`src/rtl/march_bist_ctrl.sv`:
```
`default_nettype none
// ============================================================================
// Module   : march_bist_ctrl
// Brief    : Parametrised single-port SRAM March C- / March A BIST engine
//            with on-chip compare. Optional capture: BIST_DIAG_EN.
// Revision : 1.0
// ============================================================================
module march_bist_ctrl #(
  parameter int DATA_W       = 4,
  parameter int ADDR_W       = 8,
  parameter int READ_LAT     = 4,
  parameter bit STOP_ON_FAIL = 1'b0
) (
  input  logic              clk,
  input  logic              rst_n,
  input  logic              en_in,
  input  logic              alg_sel,
  input  logic [DATA_W-1:0] dat_in,
  output logic [ADDR_W-1:0] addr_out,
  output logic [DATA_W-1:0] dat_out,
  output logic              w_en_out,
  output logic              busy,
  output logic              rst_done,
  output logic              pass,
  output logic              fail,
  output logic [ADDR_W-1:0] fail_addr,
  output logic [2:0]        fail_elem,
  output logic [DATA_W-1:0] fail_data
);

  // NEXT is folded into the op-ending cycle so ops stay back-to-back.
  typedef enum logic [2:0] {
    IDLE   = 3'd0,
    OP_W   = 3'd1,
    OP_R   = 3'd2,
    R_WAIT = 3'd3,
    R_CMP  = 3'd4,
    NEXT   = 3'd5,
    DONE   = 3'd6
  } state_t;

  localparam logic [ADDR_W-1:0] c_addr_max  = '1;
  localparam logic [ADDR_W-1:0] c_addr_one  = ADDR_W'(1);
  localparam logic [3:0]        c_wait_last = 4'(READ_LAT - 1);

  state_t            r_state, state_n;
  logic              r_alg, alg_n;
  logic [2:0]        r_elem, elem_n;
  logic [1:0]        r_op, op_n;
  logic [ADDR_W-1:0] r_addr, addr_n;
  logic [3:0]        r_cnt, cnt_n;
  logic              r_fail, fail_n;

  logic              w_start, w_mismatch, w_adv, w_finish;
  logic              w_last_op, w_last_addr, w_last_elem, w_down, w_busy;
  logic [1:0]        w_op, w_nxt_op;
  logic [DATA_W-1:0] w_exp;

  // Op table entry: {is_write, data value}.
  function automatic logic [1:0] f_op(input logic alg, input logic [2:0] elem,
                                      input logic [1:0] op);
    case ({alg, elem, op})
      6'b0_000_00: f_op = 2'b10;
      6'b0_001_00: f_op = 2'b00;
      6'b0_001_01: f_op = 2'b11;
      6'b0_010_00: f_op = 2'b01;
      6'b0_010_01: f_op = 2'b10;
      6'b0_011_00: f_op = 2'b00;
      6'b0_011_01: f_op = 2'b11;
      6'b0_100_00: f_op = 2'b01;
      6'b0_100_01: f_op = 2'b10;
      6'b0_101_00: f_op = 2'b00;
      6'b1_000_00: f_op = 2'b10;
      6'b1_001_00: f_op = 2'b00;
      6'b1_001_01: f_op = 2'b11;
      6'b1_001_10: f_op = 2'b10;
      6'b1_001_11: f_op = 2'b11;
      6'b1_010_00: f_op = 2'b01;
      6'b1_010_01: f_op = 2'b10;
      6'b1_010_10: f_op = 2'b11;
      6'b1_011_00: f_op = 2'b01;
      6'b1_011_01: f_op = 2'b10;
      6'b1_011_10: f_op = 2'b11;
      6'b1_011_11: f_op = 2'b10;
      6'b1_100_00: f_op = 2'b00;
      6'b1_100_01: f_op = 2'b11;
      6'b1_100_10: f_op = 2'b10;
      default:     f_op = 2'b00;
    endcase
  endfunction

  function automatic logic [1:0] f_last_op(input logic alg, input logic [2:0] elem);
    case ({alg, elem})
      4'b0_001, 4'b0_010, 4'b0_011, 4'b0_100: f_last_op = 2'd1;
      4'b1_001, 4'b1_011:                     f_last_op = 2'd3;
      4'b1_010, 4'b1_100:                     f_last_op = 2'd2;
      default:                                f_last_op = 2'd0;
    endcase
  endfunction

  // Both algorithms count down only in elements 3 and 4.
  function automatic logic f_down(input logic [2:0] elem);
    f_down = (elem == 3'd3) || (elem == 3'd4);
  endfunction

  assign w_op        = f_op(r_alg, r_elem, r_op);
  assign w_exp       = {DATA_W{w_op[0]}};
  assign w_busy      = (r_state != IDLE) && (r_state != DONE);
  assign w_start     = en_in && !w_busy;
  assign w_mismatch  = (r_state == R_CMP) && (dat_in != w_exp);
  assign w_down      = f_down(r_elem);
  assign w_last_op   = (r_op == f_last_op(r_alg, r_elem));
  assign w_last_addr = w_down ? (r_addr == '0) : (r_addr == c_addr_max);
  assign w_last_elem = (r_elem == (r_alg ? 3'd4 : 3'd5));

  always_comb begin
    state_n  = r_state;
    alg_n    = r_alg;
    elem_n   = r_elem;
    op_n     = r_op;
    addr_n   = r_addr;
    cnt_n    = r_cnt;
    fail_n   = r_fail;
    w_adv    = 1'b0;
    w_finish = 1'b0;
    w_nxt_op = 2'b00;
    case (r_state)
      IDLE, DONE: begin
        if (w_start) begin
          alg_n   = alg_sel;
          elem_n  = 3'd0;
          op_n    = 2'd0;
          addr_n  = '0;
          cnt_n   = 4'd0;
          fail_n  = 1'b0;
          state_n = OP_W;
        end
      end
      OP_W: w_adv = 1'b1;
      OP_R: begin
        if (READ_LAT == 1) begin
          state_n = R_CMP;
        end else begin
          state_n = R_WAIT;
          cnt_n   = 4'd1;
        end
      end
      R_WAIT: begin
        if (r_cnt == c_wait_last) state_n = R_CMP;
        else                      cnt_n   = r_cnt + 4'd1;
      end
      R_CMP: begin
        if (w_mismatch) fail_n = 1'b1;
        if (w_mismatch && STOP_ON_FAIL) w_finish = 1'b1;
        else                            w_adv    = 1'b1;
      end
      default: state_n = IDLE;
    endcase

    if (w_adv) begin
      if (!w_last_op) begin
        op_n = r_op + 2'd1;
      end else begin
        op_n = 2'd0;
        if (!w_last_addr) begin
          addr_n = w_down ? (r_addr - c_addr_one) : (r_addr + c_addr_one);
        end else if (!w_last_elem) begin
          elem_n = r_elem + 3'd1;
          addr_n = f_down(elem_n) ? c_addr_max : '0;
        end else begin
          w_finish = 1'b1;
        end
      end
      w_nxt_op = f_op(r_alg, elem_n, op_n);
      state_n  = w_nxt_op[1] ? OP_W : OP_R;
    end

    if (w_finish) begin
      state_n = DONE;
      elem_n  = 3'd0;
      op_n    = 2'd0;
      addr_n  = '0;
      cnt_n   = 4'd0;
    end
  end

  always_ff @(posedge clk or negedge rst_n) begin
    if (!rst_n) begin
      r_state <= IDLE;
      r_alg   <= 1'b0;
      r_elem  <= 3'd0;
      r_op    <= 2'd0;
      r_addr  <= '0;
      r_cnt   <= 4'd0;
      r_fail  <= 1'b0;
    end else begin
      r_state <= state_n;
      r_alg   <= alg_n;
      r_elem  <= elem_n;
      r_op    <= op_n;
      r_addr  <= addr_n;
      r_cnt   <= cnt_n;
      r_fail  <= fail_n;
    end
  end

  assign addr_out = r_addr;
  assign dat_out  = w_busy ? w_exp : '0;
  assign w_en_out = (r_state == OP_W);
  assign busy     = w_busy;
  assign rst_done = (r_state == DONE);
  assign pass     = (r_state == DONE) && !r_fail;
  assign fail     = r_fail;

`ifdef BIST_DIAG_EN
  logic [ADDR_W-1:0] r_fail_addr;
  logic [2:0]        r_fail_elem;
  logic [DATA_W-1:0] r_fail_data;

  // Only the first mismatch of a run is kept.
  always_ff @(posedge clk or negedge rst_n) begin
    if (!rst_n) begin
      r_fail_addr <= '0;
      r_fail_elem <= 3'd0;
      r_fail_data <= '0;
    end else if (w_start) begin
      r_fail_addr <= '0;
      r_fail_elem <= 3'd0;
      r_fail_data <= '0;
    end else if (w_mismatch && !r_fail) begin
      r_fail_addr <= r_addr;
      r_fail_elem <= r_elem;
      r_fail_data <= dat_in;
    end
  end

  assign fail_addr = r_fail_addr;
  assign fail_elem = r_fail_elem;
  assign fail_data = r_fail_data;
`else
  assign fail_addr = '0;
  assign fail_elem = 3'd0;
  assign fail_data = '0;
`endif

endmodule
`default_nettype wire

```
`config.mk`:
```
export PLATFORM = sky130hd
export DESIGN_NAME = march_bist_ctrl
export DESIGN_NICKNAME = d
export VERILOG_FILES = /design/src/rtl/march_bist_ctrl.sv
export SDC_FILE = /design/constraint.sdc
export NUM_CORES = 1
export LEC_CHECK = 0
export CAP_MARGIN = 25
export CORE_UTILIZATION = 45
export CTS_CLUSTER_SIZE = 12
export DETAILED_ROUTE_END_ITERATION = 10
export PLACE_DENSITY = 0.73
export SYNTH_ARGS = -nofsm -noshare
export SYNTH_HDL_FRONTEND = slang
export SYNTH_SLANG_ARGS = --single-unit
```
`constraint.sdc`:
```
create_clock -name clk -period 4.4 [get_ports clk]
set_clock_uncertainty 0.1 [all_clocks]
set_input_delay 0.44 -clock clk [delete_from_list [all_inputs] [get_ports clk]]
set_output_delay 0.44 -clock clk [all_outputs]
set_load 0.05 [all_outputs]
```
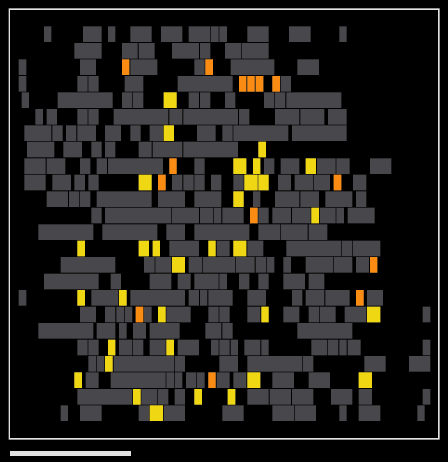
Figure 1: run 1, logic cells by family.
The bar under the picture is 20 um long.
[inv cells] orange | cells: 14
[nor cells] yellow | cells: 32

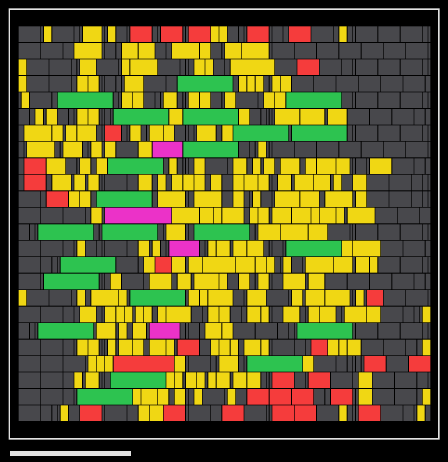
Figure 2: run 1, placement by cell class.
The bar under the picture is 20 um long. Fill, decap, tap and diode cells in gray.
[clock drivers and dummy loads] magenta | cells: 4
[remaining buffers and delay cells] red | cells: 29
[registers] green | cells: 22
[remaining logic cells] yellow | cells: 230
flop share of the area: 0.2275
share of the core filled with cells in the final layout: 0.5445
site row count: 24
Core ar.: 0.004444 mm2

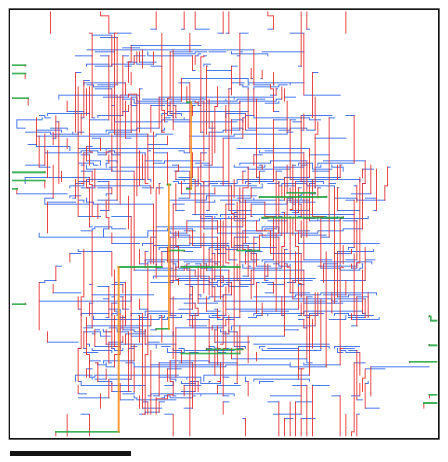
Figure 3: run 1, wiring by layer.
The bar under the picture is 20 um long.
[M4] orange | wire length: 65.3 um
[M2] red | wire length: 2210 um
[M1] blue | wire length: 2340 um
[M3] green | wire length: 112 um

==> results.txt, run 1 <==
Flow results are below.

- The run finished, with violations left.
- The checks that failed: design-rule violations.
- In this run, synthesis inferred 0 flip-flops with an integrated enable.
- The share of the Yosys chip area taken by registers is 0.2596.
- The part of the total power dissipated in combinational logic is 0.098, for reference.
- The report counts max-capacitance violations totalling 0.
- The number of antenna repair diodes is 0, for reference.
- In this run, post-CTS hold repair placed 0 buffers.
- The routed design shows a wire length per standard cell of 14.04 um.
- Entering global routing, the biggest net connects 23 pins.
- The synthesis stats list as the most numerous cell sky130_fd_sc_hd__a21oi_1.
- After global routing the overflow that remains totals 0.
- After synthesis the cells add up to around 0.0021 mm2.
- The clock network power share is 0.443, for reference.
- Detailed-route iteration 0 reported a violation count of 170.
- The largest single stage delay on the critical path is 480 ps.
- Per STA, the worst path accumulates the most delay in the family simple AND/OR/NAND/NOR gates.
- The overall power is 439.3 uW, for reference.
- The class of the most critical hold timing path is in -> async, for reference.
- The library cell used most frequently in the layout, excluding fill and tap cells, is sky130_fd_sc_hd__a21oi_1.
- The report shows a maximum critical-path fanout of 12.
- The number of pins with negative max-slew slack in the final report is 0, for reference.
- The initial core utilization is 0.4772, for reference.
- The power group with the highest consumption is registers, for reference.
- In the final report, the number of hold violations comes to 0.
- In the global route stage, met3 resource usage came out at 0.01567.
- Port buffering added 24 buffers.
- The fraction of area in clock buffers and inverters is 0.02947, for reference.
- The residual DRC count is 3, for reference.
- The net switching power is 107.4 uW, for reference.
- The internal power component is 331.9 uW, for reference.
- The I/O pin count is 40, for reference.
- The area fraction in xor and xnor cells is 0.04130, for reference.
- 216 cells are multi-input combinational gates.
- The clock root buffer is sky130_fd_sc_hd__clkbuf_8, for reference.
- The kind of critical path is reg -> reg, for reference.
- The final RePlAce weighted congestion is about 0.9, for reference.
- For met1 alone, demand over resource in global routing was 0.2785.
- The overall die height is 70.65 um, for reference.
- The required time at the worst-slack endpoint is around 4500 ps, for reference.
- Per the layout area report, the combinational gate area comes to 0.001383 mm2.
- For this design the static power due to leakage is 1.031 nW.
- The TritonCTS clock tree is yes, for reference.
- The share of power burned in registers is 0.460, for reference.
- Routed signal wires occupy layers up through met4.
- The via count of the first global-routing pass is 1792, for reference.
- The total via count after detailed routing is between 1.5k and 2k, for reference.
- In this run, the synthesized area fraction spent on adder and majority cells is recorded as 0.09794.
- The synthesized design contains 22 register bits.
- The cell type with the largest total area is sky130_fd_sc_hd__dfrtp_1, for reference.
- The finished cells cover 0.002420 mm2.
- The placed instances occupy a cell area of 0.002321 mm2.
- The number of signal-net inverters in the final layout is 14, for reference.
- The cell group occupying the most layout area is multi-input combinational cells, for reference.
- The share of the synthesized area in the top cell type is 0.2596, for reference.
- The area fraction in and, or, nand and nor cells is 0.2183, for reference.
- In this run the power density over the cells is roughly 180 mW/mm2.
- Summed over all nets, wire length on met3 after detailed routing comes to 112 um.
- After the last flow step, the layout net total stands at 310.
- The worst setup path is captured at a flip-flop.
- The cell count after synthesis is approximately 270, for reference.
- The switching part of the total is 0.2445, for reference.
- The clock slew seen by the registers of the worst setup and hold paths is 80 ps, for reference.
- The number of antenna violations at the first check in global routing is 0, for reference.
- Per the detail_route report, vias per standard cell equal about 5.7.
- The mux share of post-synthesis cell area is 0.03481, for reference.
- The number of cells on the critical path is 15, for reference.
- The final critical-path required period is 3854 ps, for reference.
- The commonest register cell is sky130_fd_sc_hd__dfrtp_1.
- The main area contributors are sky130_fd_sc_hd__dfrtp_1 (26%), sky130_fd_sc_hd__ha_1 (8.8%), sky130_fd_sc_hd__buf_4 (6.7%), sky130_fd_sc_hd__a21oi_1 (6.4%), sky130_fd_sc_hd__o21ai_0 (4.5%).
- In this run, the synthesized area fraction spent on AND-OR/OR-AND gates is recorded as 0.2330.
- The slew at the pin closest to its max-slew limit is around 930 ps, for reference.
- The final setup slack of the worst path is 545.6 ps, for reference.
- As reported, the later end of the worst-skew pair has a clock insertion delay of 270 ps.
- The report lists the number of cells resized after CTS as 0.
- Tap insertion was completed with 52 tapcells.
- The clock passes through at most 2 buffers.
- For reference, the critical path is captured by r_state[0]$_DFFE_PN0P_.
- The routed design has 4731 um of wire.
- Including well taps, the total number of placed cells is 332.
- The endpoint arrival time on the critical path is 3960 ps, for reference.
- Yosys stat counts 267 cells in the synthesized netlist.
- After clock tree synthesis, the setup repair step added 0 buffers.
==> run 1 -> run 2 <==
RECOVER_POWER = 25   (was unset)
==> run 2 against run 1 <==
The flow still finishes with violations (design-rule violations). Sequential cell count is the same. Worst hold slack gained 19 ps. Setup slack lost 6.5 ps. Via count shrank 0.21%. Critical path depth is the same. Count of clock-buffer cells in the layout is the same. Routed wire length is essentially flat. Maximum frequency shrank 0.17%. Die size is the same. Power shrank 0.91%. Largest power group unchanged. Highest routed layer unchanged.
==> results.txt, run 2 <==
Flow results are below.

- The routed wire length is between 4000 and 5000 um, for reference.
- For this design, Yosys synthesis ends with a cell count of 267.
- The script computed the net switching share of total power as 0.2432.
- For the pin with the worst max-slew slack, the measured transition is 945.5 ps.
- The number of port buffers is 24, for reference.
- The synthesis report names the predominant flop master as sky130_fd_sc_hd__dfrtp_1.
- The TritonCTS clock tree is yes, for reference.
- The count of hold buffers inserted by post-cts repair is 0, for reference.
- The number of cells on the critical path is 15, for reference.
- The endpoint arrival time on the critical path is 3970 ps, for reference.
- The number of antenna violations at the first check in global routing is 0, for reference.
- The final design utilization is 0.5391, for reference.
- The OpenROAD report gives the critical path a required time of 4510 ps.
- The worst setup path is captured at a flip-flop.
- According to the finish report, the design has a final net count of 310.
- The global routing report lists met1 layer usage as 0.2785.
- The final number of hold-violating endpoints is 0, for reference.
- In the final routed layout, each cell accounts on average for 14.03 um.
- The internal portion of the total power is around 330 uW.
- The floorplan step records an initial core utilization of 0.4772.
- The ratio of total power to cell area is 181.7 mW/mm2, for reference.
- The part of the total power dissipated in combinational logic is 0.092, for reference.
- The signal on the critical path passes through inv_1 -> ha_1 -> or3b_2 -> o2bb2ai_1 -> a211o_1 -> nand2_1 -> inv_1 -> ha_1 -> inv_1 -> mux2i_1 -> or4_4 -> o221ai_2 -> o311ai_1 -> a2111o_1 -> nand2_1.
- After synthesis, the mean cell area works out to 7.943 um2.
- The run reported a max-capacitance violation count of 0.
- The leftover overflow at the end of global routing is 0, for reference.
- The final timing report lists a max-slew violation count of 0.
- The setup path with the least slack is of type reg -> reg.
- The adder-cell share of the synthesized area is 0.09794, for reference.
- Among all cell types in the netlist, the one instantiated most often is sky130_fd_sc_hd__a21oi_1.
- The clock network power share is 0.444, for reference.
- The fraction of area in clock buffers and inverters is 0.02976, for reference.
- The number of multi-input combinational cells in the layout is 216.
- The top routing layer in use is met4, for reference.
- In this run the clock root is driven by a sky130_fd_sc_hd__clkbuf_8.
- The pin count of the biggest net entering global routing is 23, for reference.
- The largest total area in the synthesized netlist belongs to sky130_fd_sc_hd__dfrtp_1.
- The overall die height is approximately 71 um, for reference.
- In the final layout, the clock buffer count is 3.
- The clock insertion delay at the later pin of the skew report is ~270 ps, for reference.
- The layout has 14 inverters outside the clock class.
- The flow ran to the end, but the final reports show violations.
- The analysis attributes to cell leakage a power of 1.020 nW.
- The total of flip-flops plus latches after synthesis is 22, for reference.
- The placement stage leaves a total instance area of 0.002321 mm2.
- By area, the class that comes first in the final layout consists of multi-input combinational cells.
- The share of power burned in registers is 0.464, for reference.
- The area fraction in and, or, nand and nor cells is 0.2183, for reference.
- The area fraction in xor and xnor cells is 0.04130, for reference.
- Total power for the finished layout comes to approximately 440 uW.
- The checks that failed: design-rule violations.
- The area of the core is 0.004444 mm2, for reference.
- The floorplan row count is 24, for reference.
- For this run, design rule violations remaining after detail routing come to 3.
- The number of placed instances, taps included, is 332.
- In the detailed route, the total length drawn on met3 is 132 um.
- The number of DRC markers after the initial detailed-route iteration is approximately 160, for reference.
- The detailed router placed 1927 vias in this run.
- The share of the synthesized area in the top cell type is 0.2596, for reference.
- Per the layout area report, the combinational gate area comes to 0.001383 mm2.
- On the reported timing paths, the clock transition at the registers reads 80 ps.
- The number of antenna diodes in the final layout is 0.
- Per the repair_timing log after CTS, setup buffers inserted total 0.
- After layout, the worst setup slack is approximately 540 ps.
- The total number of tap cells is 52, for reference.
- In the routed layout, each cell is associated on average with a via count of around 5.7.
- The global-route met3 utilization is 0.01567, for reference.
- Per STA, the endpoint of the critical path is r_state[0]$_DFFE_PN0P_.
- The final RePlAce weighted congestion is 0.9259, for reference.
- The count of library flops with an enable pin is 0, for reference.
- The post-cts sizing count is 0, for reference.
- The power group with the highest consumption is registers, for reference.
- The mapped netlist covers 0.002121 mm2.
- The mux share of post-synthesis cell area is 0.03481, for reference.
- The post-synthesis compound-gate area fraction is 0.2330, for reference.
- For this design the top-level I/O count stands at 40.
- In the post-synthesis netlist, the biggest area contributors are sky130_fd_sc_hd__dfrtp_1 (26%), sky130_fd_sc_hd__ha_1 (8.8%), sky130_fd_sc_hd__buf_4 (6.7%), sky130_fd_sc_hd__a21oi_1 (6.4%), sky130_fd_sc_hd__o21ai_0 (4.5%).
- The synthesized netlist handed to floorplanning was reported with a cell count of 267.
- The portion of the post-synthesis area used by sequential elements is 0.2596, for reference.
- The net switching power is 105.9 uW, for reference.
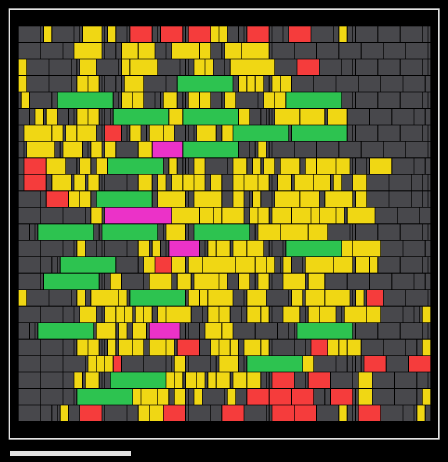
Figure 4: run 2, placement by cell class.
The bar under the picture is 20 um long. Fill, decap, tap and diode cells in gray.
[remaining logic cells] yellow | cells: 230
[remaining buffers and delay cells] red | cells: 29
[registers] green | cells: 22
[clock drivers and dummy loads] magenta | cells: 4
final non-filler cell area: 0.002396 mm2
flop share of the area: 0.2298

==> run 2 -> run 3 <==
CORE_MARGIN = 2   (was unset)
CORE_UTILIZATION = 30   (was 45)
PLACE_DENSITY = 0.53   (was 0.73)
==> run 3 against run 2 <==
The flow now finishes without violations. Area after synthesis unchanged. Synthesized cell count stayed put. Worst hold slack gained 39 ps. Highest routed layer unchanged.
==> results.txt, run 3 <==
Flow results are below.

- After layout, the minimum clock period comes to roughly 3800 ps.
- The family with the most delay on the worst path is simple AND/OR/NAND/NOR gates, for reference.
- For this run, combinational gates with multiple inputs come to 216.
- Sorting the synthesized cells by area gives the leading types as sky130_fd_sc_hd__dfrtp_1 (26%), sky130_fd_sc_hd__ha_1 (8.8%), sky130_fd_sc_hd__buf_4 (6.7%), sky130_fd_sc_hd__a21oi_1 (6.4%), sky130_fd_sc_hd__o21ai_0 (4.5%).
- The yosys stat cell total is between 200 and 300, for reference.
- The register share of the cell area is 0.2254, for reference.
- The run finished with clean final reports.
- As reported, the later end of the worst-skew pair has a clock insertion delay of between 200 and 300 ps.
- The share of power burned in registers is 0.518, for reference.
- The switching part of the total is 0.2625, for reference.
- The area fraction in xor and xnor cells is 0.04130, for reference.
- The longest individual stage delay on the worst path is 490 ps, for reference.
- The number of cells on the critical path is 15, for reference.
- In the floorplan report the effective utilization is 0.3104.
- The detailed router reports a met3 wire length of 148 um.
- According to the I/O placement log, the pin count is 40.
- The count of hold buffers inserted by post-cts repair is 0, for reference.
- sky130_fd_sc_hd__dfrtp_1 takes more of the synthesized area than any other cell.
- In this run, the synthesized area fraction spent on AND-OR/OR-AND gates is recorded as 0.2330.
- The count of library flops with an enable pin is 0, for reference.
- For this run the aggregate overflow at the end of global routing stands at 0.
- The kind of critical path is reg -> reg, for reference.
- According to the floorplan report, the placeable core area is 0.006832 mm2.
- The via count of the first global-routing pass was 1778.
- The end point of the critical path is r_state[0]$_DFFE_PN0P_, for reference.
- The floorplan report lists the tap cell count as 96.
- The number of DRC markers after the initial detailed-route iteration is 96, for reference.
- Per Yosys stat, the portion of area used by sequential elements is 0.2596.
- As logged by OpenROAD, the buffers inserted on ports number 24.
- Non-clock inverters in the final layout number 14.
- The slew at the pin closest to its max-slew limit is 871.3 ps, for reference.
- The path class of the tightest hold or removal check is in -> async.
- The final number of hold-violating endpoints is 0, for reference.
- Of all power groups, the one with the highest power is registers.
- STA classifies the critical path endpoint as a flip-flop.
- Once routing completed, OpenROAD measured the worst setup slack at 560.4 ps.
- Of all the cell area in the finished design, the clock network holds 0.02254.
- The tree is rooted in a sky130_fd_sc_hd__clkbuf_8.
- The net switching power is 102.4 uW, for reference.
- Looking at the post-CTS report, the setup buffer insertion count equals 0.
- Counting flops and latches in the post-synthesis netlist gives 22.
- The share of synthesized area in the top cell type comes to 0.2596.
- The mean instance size in the synthesized netlist is 7.943 um2, for reference.
- The number of antenna violations at the first check in global routing came to 0.
- After detailed placement, the design holds a cell count of about 380.
- The area fraction in and, or, nand and nor cells is 0.2183, for reference.
- Routing resource usage on met3 recorded by global route was 0.01414.
- In the final design database the tool counted 311 nets.
- In the finished layout, the clock tree contains a buffer count of 4.
- The number of pins with negative max-slew slack in the final report is 0, for reference.
- Entering global routing, the biggest net connects 20 pins.
- The combinational gate area is 0.001383 mm2, for reference.
- The ratio of routed vias to standard cells is approximately 4.9, for reference.
- Measured along the y axis, the die boundary spans 88.08 um.
- In the post-route report, total wirelength is listed as 4998 um.
- The post-cts sizing count is 0, for reference.
- The initialized floorplan defines 30 standard-cell rows.
- The total via count after detailed routing is ~1.9k, for reference.
- The clock network power share is 0.379, for reference.
- The residual DRC count is 0, for reference.
- The part of the total power dissipated in combinational logic is 0.103, for reference.
- For this sky-water flow run, the detailed-routed wirelength per cell is reported as 13.08 um.
- The count of max-cap constraint violations is 0, for reference.
- The most frequently used flop master after synthesis is sky130_fd_sc_hd__dfrtp_1, for reference.
- At the end of the flow the core is filled with cells to 0.3575.
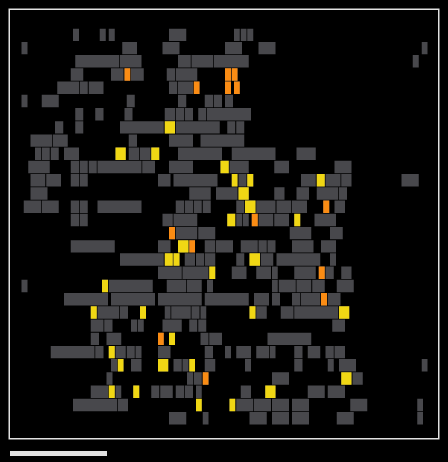
Figure 5: run 3, logic cells by family.
The bar under the picture is 20 um long.
[nor cells] yellow | cells: 32
[inv cells] orange | cells: 14
Comb area share: 0.5661
most common cell after layout, fill and taps aside: sky130_fd_sc_hd__a21oi_1


==> screenshots <==
Sequential cells grouped by signal name.
The bar under the picture is 20 um long. Other sequential cells in the stronger gray, the rest of the logic in the fainter gray.
shot_01.png
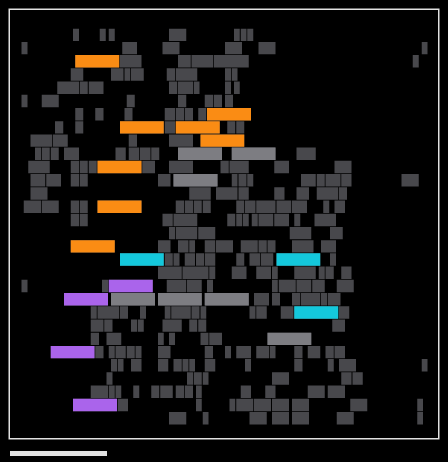
shot_02.png
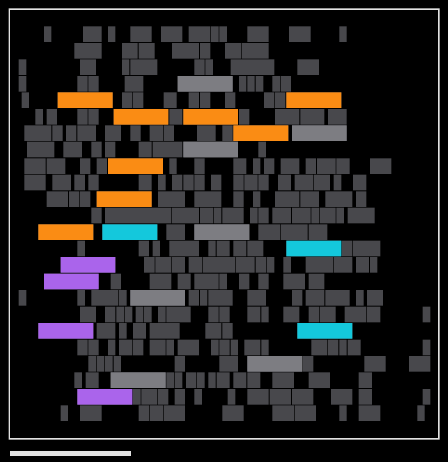
shot_01.png -> run 3
shot_02.png -> run 2
The one with the largest die is shot_01.png.

Power is estimated from default activity; no workload was simulated.
